[src/rtl/pr_bram_pkg.sv]
// Shared constants and the response tag for the PR-region BRAM read arbiter.
package pr_bram_pkg;

    localparam int N_REQ  = 3;
    localparam int ADDR_W = 15;
    localparam int DATA_W = 96;
    localparam int DEPTH  = 18400;
    localparam int RD_LAT = 1;
    localparam int IDX_W  = $clog2(N_REQ);

    typedef struct packed {
        logic [N_REQ-1:0] owner;
        logic             err;
    } tag_t;

endpackage

[src/rtl/rr_arbiter.sv]
// Round-robin grant over N_REQ requesters; owns the last_grant pointer,
// which moves only when the parent accepts the granted transfer.
module rr_arbiter
    import pr_bram_pkg::*;
(
    input  logic             i_clk,
    input  logic             i_rst_n,
    input  logic [N_REQ-1:0] i_req,
    input  logic             i_advance,
    output logic [N_REQ-1:0] o_grant
);

    logic [IDX_W-1:0] r_last;
    logic [IDX_W-1:0] w_idx;
    logic [IDX_W-1:0] w_grant_idx;
    logic             w_found;

    // Search starts one past the last winner and wraps.
    always_comb begin
        o_grant     = '0;
        w_idx       = '0;
        w_grant_idx = r_last;
        w_found     = 1'b0;
        for (int off = 1; off <= N_REQ; off++) begin
            w_idx = IDX_W'((int'(r_last) + off) % N_REQ);
            if (!w_found && i_req[w_idx]) begin
                w_found     = 1'b1;
                w_grant_idx = w_idx;
            end
        end
        if (w_found) begin
            o_grant[w_grant_idx] = 1'b1;
        end
    end

    always_ff @(posedge i_clk or negedge i_rst_n) begin
        if (!i_rst_n) begin
            r_last <= IDX_W'(N_REQ - 1);
        end else if (i_advance && w_found) begin
            r_last <= w_grant_idx;
        end
    end

endmodule

[src/rtl/pr_bram_arbiter.sv]
// Shares the single-port image BRAM between the PR regions: round-robin reads,
// fixed-latency tagged responses. PR_BRAM_WRITE_EN adds a priority write port.
module pr_bram_arbiter
    import pr_bram_pkg::*;
#(
    parameter int RD_LAT = pr_bram_pkg::RD_LAT
) (
    input  logic                    i_clk,
    input  logic                    i_rst_n,
    input  logic [N_REQ-1:0]        i_req_valid,
    input  logic [N_REQ*ADDR_W-1:0] i_req_addr,
    output logic [N_REQ-1:0]        o_req_ready,
    output logic [N_REQ-1:0]        o_rsp_valid,
    output logic [DATA_W-1:0]       o_rsp_data,
    output logic                    o_rsp_err,
`ifdef PR_BRAM_WRITE_EN
    input  logic                    i_wr_valid,
    output logic                    o_wr_ready,
    input  logic [ADDR_W-1:0]       i_wr_addr,
    input  logic [DATA_W-1:0]       i_wr_data,
`endif
    output logic                    o_bram_en,
    output logic                    o_bram_we,
    output logic [ADDR_W-1:0]       o_bram_addr,
    output logic [DATA_W-1:0]       o_bram_din,
    input  logic [DATA_W-1:0]       i_bram_dout
);

    logic                 w_wr_sel;
    logic [N_REQ-1:0]     w_req;
    logic [N_REQ-1:0]     w_grant;
    logic                 w_rd_acc;
    logic [ADDR_W-1:0]    w_rd_addr;
    logic                 w_rd_in_range;
    tag_t                 w_new_tag;
    tag_t                 w_out_tag;

    tag_t [RD_LAT:0]      r_tag_pipe;
    logic                 r_bram_en;
    logic [ADDR_W-1:0]    r_bram_addr;
    logic [N_REQ-1:0]     r_rsp_valid;
    logic [DATA_W-1:0]    r_rsp_data;
    logic                 r_rsp_err;

`ifdef PR_BRAM_WRITE_EN
    logic                 w_wr_in_range;
    logic                 r_bram_we;
    logic [DATA_W-1:0]    r_bram_din;

    assign w_wr_sel      = i_wr_valid & i_rst_n;
    assign w_wr_in_range = int'(i_wr_addr) < DEPTH;
    assign o_wr_ready    = w_wr_sel;
    assign o_bram_we     = r_bram_we;
    assign o_bram_din    = r_bram_din;
`else
    assign w_wr_sel      = 1'b0;
    assign o_bram_we     = 1'b0;
    assign o_bram_din    = '0;
`endif

    // Reads are masked while a write is pending or reset is held.
    assign w_req = (w_wr_sel || !i_rst_n) ? '0 : i_req_valid;

    rr_arbiter u_rr (
        .i_clk     (i_clk),
        .i_rst_n   (i_rst_n),
        .i_req     (w_req),
        .i_advance (w_rd_acc),
        .o_grant   (w_grant)
    );

    assign o_req_ready = w_grant;
    assign w_rd_acc    = |w_grant;

    always_comb begin
        w_rd_addr = '0;
        for (int i = 0; i < N_REQ; i++) begin
            if (w_grant[i]) begin
                w_rd_addr = i_req_addr[i*ADDR_W +: ADDR_W];
            end
        end
    end

    assign w_rd_in_range = int'(w_rd_addr) < DEPTH;

    always_comb begin
        w_new_tag = '0;
        if (w_rd_acc) begin
            w_new_tag.owner = w_grant;
            w_new_tag.err   = !w_rd_in_range;
        end
    end

    always_ff @(posedge i_clk or negedge i_rst_n) begin
        if (!i_rst_n) begin
            r_bram_en   <= 1'b0;
            r_bram_addr <= '0;
`ifdef PR_BRAM_WRITE_EN
            r_bram_we   <= 1'b0;
            r_bram_din  <= '0;
`endif
        end else begin
            r_bram_en <= w_rd_acc & w_rd_in_range;
            if (w_rd_acc && w_rd_in_range) begin
                r_bram_addr <= w_rd_addr;
            end
`ifdef PR_BRAM_WRITE_EN
            r_bram_we <= 1'b0;
            if (w_wr_sel) begin
                r_bram_en <= w_wr_in_range;
                r_bram_we <= w_wr_in_range;
                if (w_wr_in_range) begin
                    r_bram_addr <= i_wr_addr;
                    r_bram_din  <= i_wr_data;
                end
            end
`endif
        end
    end

    // Tag leaves the pipe exactly when the BRAM word for it is on i_bram_dout.
    assign w_out_tag = r_tag_pipe[RD_LAT];

    always_ff @(posedge i_clk or negedge i_rst_n) begin
        if (!i_rst_n) begin
            r_tag_pipe  <= '0;
            r_rsp_valid <= '0;
            r_rsp_err   <= 1'b0;
            r_rsp_data  <= '0;
        end else begin
            r_tag_pipe  <= {r_tag_pipe[RD_LAT-1:0], w_new_tag};
            r_rsp_valid <= w_out_tag.owner;
            r_rsp_err   <= w_out_tag.err;
            r_rsp_data  <= (|w_out_tag.owner && !w_out_tag.err) ? i_bram_dout : '0;
        end
    end

    assign o_bram_en   = r_bram_en;
    assign o_bram_addr = r_bram_addr;
    assign o_rsp_valid = r_rsp_valid;
    assign o_rsp_data  = r_rsp_data;
    assign o_rsp_err   = r_rsp_err;

endmodule
[config.mk]
export PLATFORM = sky130hd
export DESIGN_NAME = pr_bram_arbiter
export DESIGN_NICKNAME = d
export VERILOG_FILES = /design/src/rtl/pr_bram_pkg.sv /design/src/rtl/rr_arbiter.sv /design/src/rtl/pr_bram_arbiter.sv
export SDC_FILE = /design/constraint.sdc
export NUM_CORES = 1
export LEC_CHECK = 0
export CAP_MARGIN = 40
export CORE_AREA = 8 8 136 138
export DETAILED_ROUTE_END_ITERATION = 10
export DIE_AREA = 0 0 144 146
export PLACE_DENSITY = 0.83
export SYNTH_ARGS = -nofsm -noshare
export SYNTH_HDL_FRONTEND = slang
export SYNTH_HIERARCHICAL = 1
export SYNTH_SLANG_ARGS = --single-unit
[constraint.sdc]
create_clock -name i_clk -period 10.2 [get_ports i_clk]
set_input_delay 1.53 -clock i_clk [delete_from_list [all_inputs] [get_ports i_clk]]
set_output_delay 1.53 -clock i_clk [all_outputs]
set_load 0.02 [all_outputs]
Run 1, signal metal coverage by tile:
The die is cut into 29 by 29 equal tiles; black is low, pale yellow is high, scaled to the fullest tile. Values are wire area over tile area, all layers added.
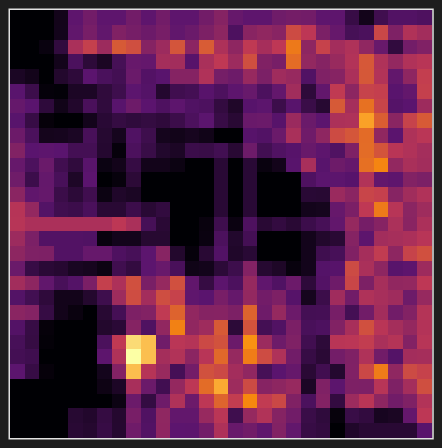
The fullest tile reaches 0.53. The mean over all tiles is 0.14. 10% of the tiles are over half the peak.

Run 1, placed standard cells:
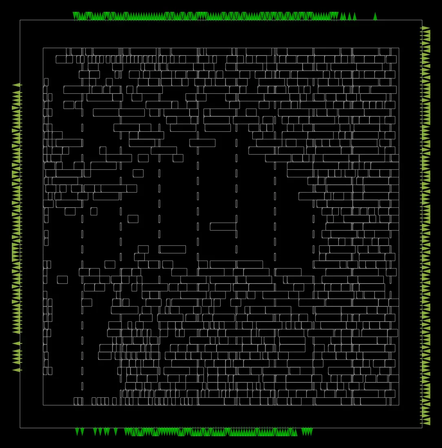
seq_cells: 126
Seq/total area: 0.3649
Tap Cells: 220
Cell Rows: 47
Final Core Density: 0.5306

Run 1, routed metal, one colour a layer:
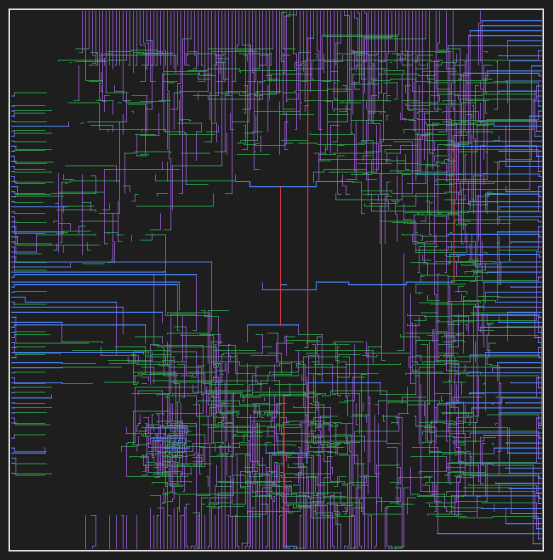
met2: shown in purple, wire length 9,270 um. met3: shown in blue, wire length 1,940 um. met4: shown in red, wire length 218 um. met1: shown in green, wire length 6,510 um.

==> summary.txt, run 1 <==
Figures from the implementation reports.

- The run finished with clean final reports.
- The post-CTS setup repair buffer count reads 0.
- The synthesized chip area reported by yosys is 5544 um2.
- The mean area per synthesized cell is 11.95 um2.
- The post-layout period usage of the worst path is 0.5559.
- The total of warnings raised by yosys reads 6.
- The type of destination of the critical path reads a primary output.
- The initial antenna violation count is 0.
- Measured along the y axis, the die boundary spans 146 um.
- The number of flops mapped to enable cells by yosys is 0.
- The number of diodes added for antenna fixing is 0.
- The flop-to-flop setup slack is 6.22 ns.
- The library cell used as clock root buffer is sky130_fd_sc_hd__clkbuf_16.
- The remaining max-slew budget at the tightest pin reads 0.5214.
- Per the run report, area growth between synthesis and finish was 55.90%.
- The yosys cell count is 464.
- As reported, the later end of the worst-skew pair has a clock insertion delay of 0.41 ns.
- The max-slew violation total from the final report reads 0.
- The sort of element at the start of the critical path is an input pin.
- The number of DRC violations after detailed-routing iteration 0 reads 167.
- The region available for standard cell placement spans 16,290 um2.
- The pin count of the biggest net entering global routing is 97.
- The remaining design rule violation count reads 0.
- The number of detailed-routing iterations run before antenna repair reads 5.
- The worst hold margin is 0.3565 ns.
- The number of antenna-violating nets in the routed design is 0.
- The number of buffers added by the clock tree synthesis step is 17.
- Per the synthesis report, the dominant area consumer among library cells is sky130_fd_sc_hd__dfrtp_1.
- The shortest period the worst path allows is 5.670 ns.
- The TritonCTS clock tree reads built.
- After layout, the design draws a total of 2654 uW.
- After legalization and detailed placement, the total HPWL measured 14,190 um.
- The global-route congestion overflow total reads 0.
- The number of buffers added to fix hold violations after cts is 0.
- The number of nets at the end of the flow is 882.
- The count of unique library cells instantiated by Yosys is 46.
- The die outline width reads 144 um.
- The register bit count reported by yosys reads 126.
- The cell count after synthesis reads 464.
- The first-pass GRT wire length is 26,570 um.
- Per the detail_route report, routed wire per instance is 18.58 um.
- The mux cell area share after synthesis is 0.03611.
- After detailed routing, the number of vias per cell comes to 4.160.
- The number of global-route vias before repair is 4,374.
- The share of Yosys cell area claimed by the top area cell type is 0.5642.
- The compound-cell area share of the yosys netlist is 0.07222.
- The leakage dissipation reads 0.003938 uW.
- The global router's overall resource usage reads 0.1670.
- Across the routed clock network, the largest skew measured is 0.01165 ns.
- Summing over every cut layer, the via total after detailed routing is 4,014.
- The number of maximum-capacitance constraint violations reads 0.
- The sum of negative setup slack is 0 ns.
- After synthesis, the largest family of logic cells by area is buffers and inverters.
- Sorting the synthesized cells by area gives the leading types as sky130_fd_sc_hd__dfrtp_1, sky130_fd_sc_hd__buf_4, sky130_fd_sc_hd__and2_1.
- The number of instances resized during post-cts repair is 0.
- The sequential element share of the synthesized area is 0.5689.
- The top flip-flop cell by instance count after synthesis reads sky130_fd_sc_hd__dfrtp_1.
- The final report lists the setup-violating endpoint count as 0.
- The netlist area before placement is 5544 um2.
- At the pin with the least slew margin, the transition time is 0.7179 ns.
- 362 I/O pins were placed.
- The maximum resistive drop on vdd is 137.6 uV.
- The worst-path maximum fanout reads 53.
- The clock drives 126 sinks.
- The total power divided by cell area is 307.1 nW/um2.
- The share of the synthesized netlist area taken by xor and xnor gates is 0.
- Yosys reported that registers with async set or reset make up 1.000.
- The total length of routed wires reads 17,930 um.
- The number of hold violations in the final report reads 0.
- The most critical min-delay path falls under reg2reg.
- The data required time of the critical path reads 8.67 ns.
- The routability-driven placement congestion ratio reads 0.7766.
- Counting instances in the post-synthesis netlist gives the leading cell types as sky130_fd_sc_hd__dfrtp_1, sky130_fd_sc_hd__and2_1, sky130_fd_sc_hd__buf_4.
- The maximum clock rate is 176.4 MHz.
- Setup repair after global routing left no endpoint under its margin.
- The most numerous cell in the Yosys netlist reads sky130_fd_sc_hd__dfrtp_1.
- The share of layout cells above drive strength 1 is 0.08188.
- Per the OpenROAD floorplan log, the area of the die is 21,020 um2.
- The clock-pin slew on the worst setup and hold paths is 0.06 ns.
- The cell-mix breakdown from Yosys lists the adder-cell area share as 0.009027.
- The initial core utilization is 0.3403.
- The design area reads 8643 um2.
- In this run, the synthesized area fraction spent on and/or/nand/nor cells is recorded as 0.1530.
- Looking at the clock tree report, the H-tree level count equals 4.
- The total placed instance area is 8039 um2.
- The number of I/O port buffers reads 264.
- The critical path start-end classification reads in2out.
- The data arrival time of the worst path is 4.14 ns.
- Looking at the clock tree report, the maximum root-to-sink buffer count equals 2.
- Warnings raised by the tools during the run amount to 29.
==> run 1: final timing paths <==
path | startpoint | endpoint | depth (start not counted)
hold reg to reg | r_tag_pipe[0] | r_tag_pipe[4] | 0
setup reg to reg | u_rr/r_last[1] | o_bram_addr[0] | 13
min in group asynchronous | i_rst_n | o_rsp_data[47] | 1
setup / recovery | i_rst_n | o_req_ready[2] | 9
hold / removal | r_tag_pipe[0] | r_tag_pipe[4] | 0
max in group asynchronous | i_rst_n | o_rsp_data[90] | 3
==> run 1: cells in the final DEF (no fill, tap or decap), drive strengths merged <==
| cell type | count |
|---|---|
| clkdlybuf4s50 | 263 |
| dfrtp | 125 |
| and2 | 99 |
| conb | 97 |
| clkbuf | 18 |
| inv | 17 |
| a21oi | 14 |
| nand3b | 12 |
| nand2 | 11 |
| mux2 | 11 |
| o21ai | 10 |
| a2bb2oi | 8 |
| a22oi | 7 |
| buf | 7 |
| clkinv | 5 |
| mux2i | 5 |
| nor2 | 5 |
| a22o | 4 |
| ha | 4 |
| nor2b | 3 |
| nor3 | 2 |
| o31ai | 2 |
| o32ai | 2 |
| nand4 | 1 |
| nand3 | 1 |
| a31oi | 1 |
| o211ai | 1 |
| a21o | 1 |
| nor4 | 1 |
| clkinvlp | 1 |
| bufinv | 1 |
| nand2b | 1 |
| or2b | 1 |
| and3 | 1 |
| o211a | 1 |
| o2bb2ai | 1 |
| dfstp | 1 |
==> run 1: flip-flops by register name (all words and copies together) (netlist names) <==
name	count
o_rsp_valid	3
o_rsp_err	1
o_rsp_data	96
o_bram_addr	15
o_bram_en	1
r_tag_pipe	8
u_rr/r_last	2
==> run 1: power breakdown <==
part	switching, uW	leakage (uW)	internal [uW]
sequential	67.0	0.00165	683
combinational	705	0.00200	606
clock	242	0.000288	352
total	1010	0.00394	1640
==> run 1: area by class of cell <==
type	count	area [um2]
clock buffer	18	439.2
clock inverter	14	150.1
fill	1393	7646
inverter	10	37.54
multi-input combinational	307	1871
sequential	126	3154
tap	220	275.3
timing repair buffer	270	2716
==> run 1: critical path: stages <==
cell and delay, ns:
sky130_fd_sc_hd__buf_6 0.39, sky130_fd_sc_hd__and2_1 0.32, sky130_fd_sc_hd__mux2i_1 0.15, sky130_fd_sc_hd__o21ai_0 0.34, sky130_fd_sc_hd__nor2_1 0.16, sky130_fd_sc_hd__mux2i_1 0.16, sky130_fd_sc_hd__nor2_1 0.10, sky130_fd_sc_hd__buf_4 0.28
sky130_fd_sc_hd__clkdlybuf4s50_1 0.69
==> run 1: stage by stage <==
step | std cells | setup slack (ns)
final | 965 | 4.530
after global routing | 965 | 4.263
after CTS | 964 | 4.073
after detailed placement | 932 | 4.097
after global placement | 930 | 4.198
after floorplan | 560 | 5.799
==> run 1: per-layer routing <==
metal  part of all wire  track usage  wire length [um]
met3               0.11      0.07152              1942
met4              0.012      0.04524               217
met5                  0            0                 0
met2               0.52       0.2962              9267
met1               0.36       0.1753              6506
==> run 2, diff against run 1 <==
--- a/config.mk
+++ b/config.mk
@@ -6,9 +6,9 @@
 export NUM_CORES = 1
 export LEC_CHECK = 0
 export CAP_MARGIN = 40
-export CORE_AREA = 8 8 136 138
+export CORE_MARGIN = 8
+export CORE_UTILIZATION = 33
 export DETAILED_ROUTE_END_ITERATION = 10
-export DIE_AREA = 0 0 144 146
 export PLACE_DENSITY = 0.83
 export SYNTH_ARGS = -nofsm -noshare
 export SYNTH_HDL_FRONTEND = slang
==> constraint.sdc (replaced) <==
create_clock -name i_clk -period 5 [get_ports i_clk]
set_input_delay 0.75 -clock i_clk [delete_from_list [all_inputs] [get_ports i_clk]]
set_output_delay 0.75 -clock i_clk [all_outputs]
set_load 0.02 [all_outputs]
Run 2, routed metal, one colour a layer:
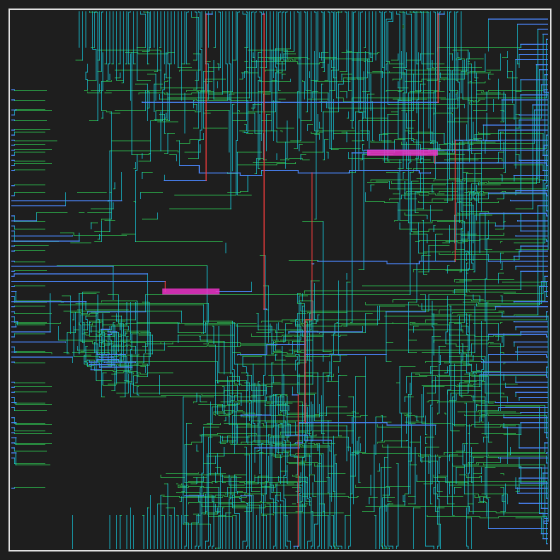
met2: shown in cyan, wire length 9,440 um. met3: shown in blue, wire length 1,540 um. met4: shown in red, wire length 296 um. met5: shown in magenta, wire length 31.3 um. met1: shown in green, wire length 6,830 um.

Run 2, signal metal coverage by tile:
The die is cut into 29 by 29 equal tiles; black is low, pale yellow is high, scaled to the fullest tile. Values are wire area over tile area, all layers added.
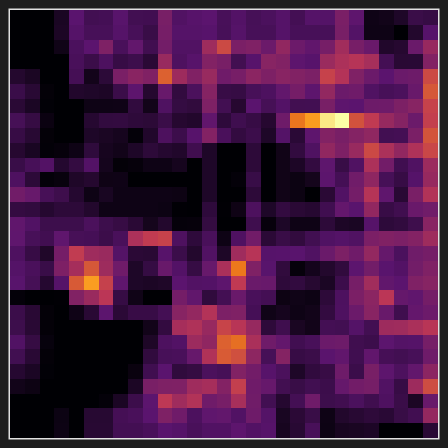
DR WL/cell: 18.77 um
total global routing track utilization: 0.1704
detailed-route via count: 4,078

==> run 2 against run 1 <==
Sequential power up 100%. Sequential share of layout area about the same. Count of clock-buffer cells in the layout unchanged. Synthesized cell count did not move. Critical endpoint is now o_req_ready[1]. Largest power group unchanged.
==> summary.txt, run 2 <==
Figures from the implementation reports.

- The total power divided by cell area is 627.4 nW/um2.
- At the end of the flow the core is filled with cells to 0.5237.
- The yosys cell count is 464.
- The number of top-level pins reads 362.
- The design area reads 8655 um2.
- The dominant logic cell type in the layout reads sky130_fd_sc_hd__clkdlybuf4s50_1.
- In this run, the synthesized area fraction spent on adder and majority cells is recorded as 0.009027.
- The number of buffers added by the clock tree synthesis step is 17.
- The netlist area before placement reads 5544 um2.
- The flop-to-flop setup slack is 0.88 ns.
- The routed design could run at a clock period as short as 4.348 ns.
- The post-layout period usage of the worst path reads 0.8697.
- The cell count after synthesis is 464.
- The final tally of setup violations is 0.
- The initial antenna violation count is 3.
- The number of antenna-violating nets in the routed design reads 0.
- The most used flip-flop cell after synthesis is sky130_fd_sc_hd__dfrtp_1.
- The critical path start-end classification is in2out.
- The number of instances resized during post-cts repair reads 0.
- The TritonCTS clock tree is built.
- The clock-pin slew on the worst setup and hold paths reads 0.06 ns.
- By instance count, the leading cell after synthesis is sky130_fd_sc_hd__dfrtp_1.
- The total power of the final layout reads 5430 uW.
- The sum of negative setup slack is 0 ns.
- Of the combinational cells, the family taking the most area is buffers and inverters.
- The tree built by TritonCTS fans out to 126 sinks.
- The overall chip area reads 21,200 um2.
- The type of destination of the critical path is a primary output.
- The OpenROAD report gives the critical path a required time of 4.25 ns.
- The signed area change from the synthesized netlist to the final layout reads 56.10%.
- The routability-driven placement congestion ratio is 0.8140.
- The share of the synthesized netlist area taken by xor and xnor gates reads 0.
- The critical path endpoint reads o_req_ready[1].
- The routed design shows a via density per instance of 4.222.
- The remaining design rule violation count reads 0.
- In the final layout, the share of cells above drive strength 1 is 0.08445.
- The largest area contributor in the netlist reads sky130_fd_sc_hd__dfrtp_1.
- The mux cell area share after synthesis reads 0.03611.
- The number of maximum-capacitance constraint violations is 0.
- The report puts the cell count of the worst reg-to-reg path at 11.
- The synthesized chip area reported by yosys is 5544 um2.
- The insertion delay of the later-clocked pin in the worst-skew pair is 0.42 ns.
- In the layout the commonest cells are sky130_fd_sc_hd__clkdlybuf4s50_1, sky130_fd_sc_hd__dfrtp_1, sky130_fd_sc_hd__and2_1.
- The CTS H-tree depth is 4.
- The flip-flop count of the largest register after layout reads 96.
- The actual slew at the worst max-slew pin reads 1.004 ns.
- In this run the core area contains 47 standard-cell rows.
- After synthesis, the share of flip-flops with an asynchronous set or reset is 1.000.
- The number of global-route vias before repair is 4,421.
- The post-CTS setup repair buffer count is 0.
- The total placed instance area reads 8056 um2.
- The count of unique library cells instantiated by Yosys is 46.
- The run finished with clean final reports.
- For this run, the script counts the antenna cells in the layout as 0.
- For this run, the post-layout net count is 883.
- The number of cells on the worst hold path is listed as 0.
- For this run, the detailed router's first-pass iteration total came to 4.
- Of the total synthesized cell area, the portion taken by AND, OR, NAND and NOR gates is 0.1530.
- Entering global routing, the biggest net connects 97 pins.
- In the placement report, post-DP HPWL is listed as 14,120 um.
- The routed design has 18,140 um of wire.
- The remaining max-slew budget at the tightest pin is 0.3305.
- The sort of element at the start of the critical path is an input pin.
- Static timing analysis puts the maximum clock frequency at 230.0 MHz.
- The startpoint of the worst setup timing path reads i_req_valid[1].
-- run 2: layer usage --
layer  GRT usage  routed length [um]
met3     0.07991                1538
met1      0.1799                6831
met4     0.05102                 296
met2      0.2974                9439
met5           0                  31
-- run 2: cell families (layout without fill, tap and decap cells) --
logic type | Yosys count | count (layout)
simple gates | 138 | 138
buf+inv | 127 | 313
flops | 126 | 126
compound gates | 52 | 52
mux | 16 | 16
fa+ha+maj | 4 | 4
other cells | 1 | 97
-- run 2: worst max-delay path, cell delays in order --
cell	delay, ns
sky130_fd_sc_hd__clkdlybuf4s50_1	0.44
sky130_fd_sc_hd__and2_1	0.20
sky130_fd_sc_hd__mux2i_1	0.12
sky130_fd_sc_hd__o21ai_0	0.31
sky130_fd_sc_hd__o32ai_2	0.16
sky130_fd_sc_hd__a22oi_2	0.84
sky130_fd_sc_hd__clkdlybuf4s50_1	0.79
-- run 2: worst min path at each step --
stage,start,end,slack [ns]
after floorplan,r_tag_pipe[0],r_tag_pipe[4],0.33
after global placement,r_tag_pipe[3],r_tag_pipe[7],0.33
after detailed placement,r_tag_pipe[3],r_tag_pipe[7],0.34
after CTS,r_tag_pipe[3],r_tag_pipe[7],0.35
after global routing,r_tag_pipe[1],r_tag_pipe[5],0.36
final,r_tag_pipe[3],r_tag_pipe[7],0.35
-- run 2: power breakdown --
part | switching, uW | internal (uW) | leakage [uW]
registers | 131 | 1390 | 0.00165
logic | 1440 | 1230 | 0.00201
clock network | 484 | 755 | 0.000281
total | 2050 | 3380 | 0.00393
-- run 2: area by class of cell --
cell class | count | area [um2]
Fill cell | 1433 | 7870
Sequential cell | 126 | 3154
Timing Repair Buffer | 271 | 2716
Multi-Input combinational cell | 307 | 1873
Clock buffer | 18 | 439.2
Tap cell | 220 | 275.3
Clock inverter | 14 | 158.9
Inverter | 10 | 37.54
-- run 2: metrics by stage --
stage               instances  setup WS (ns)  hold WS [ns]
floorplan                 560          1.404        0.3312
global placement          933         0.6606        0.3327
detailed placement        934         0.4747        0.3411
CTS                       966         0.6757        0.3484
global route              966         0.4485        0.3551
finish                    966         0.6517        0.3456
Power figures rest on the tool's default switching activity, not on a simulated workload.
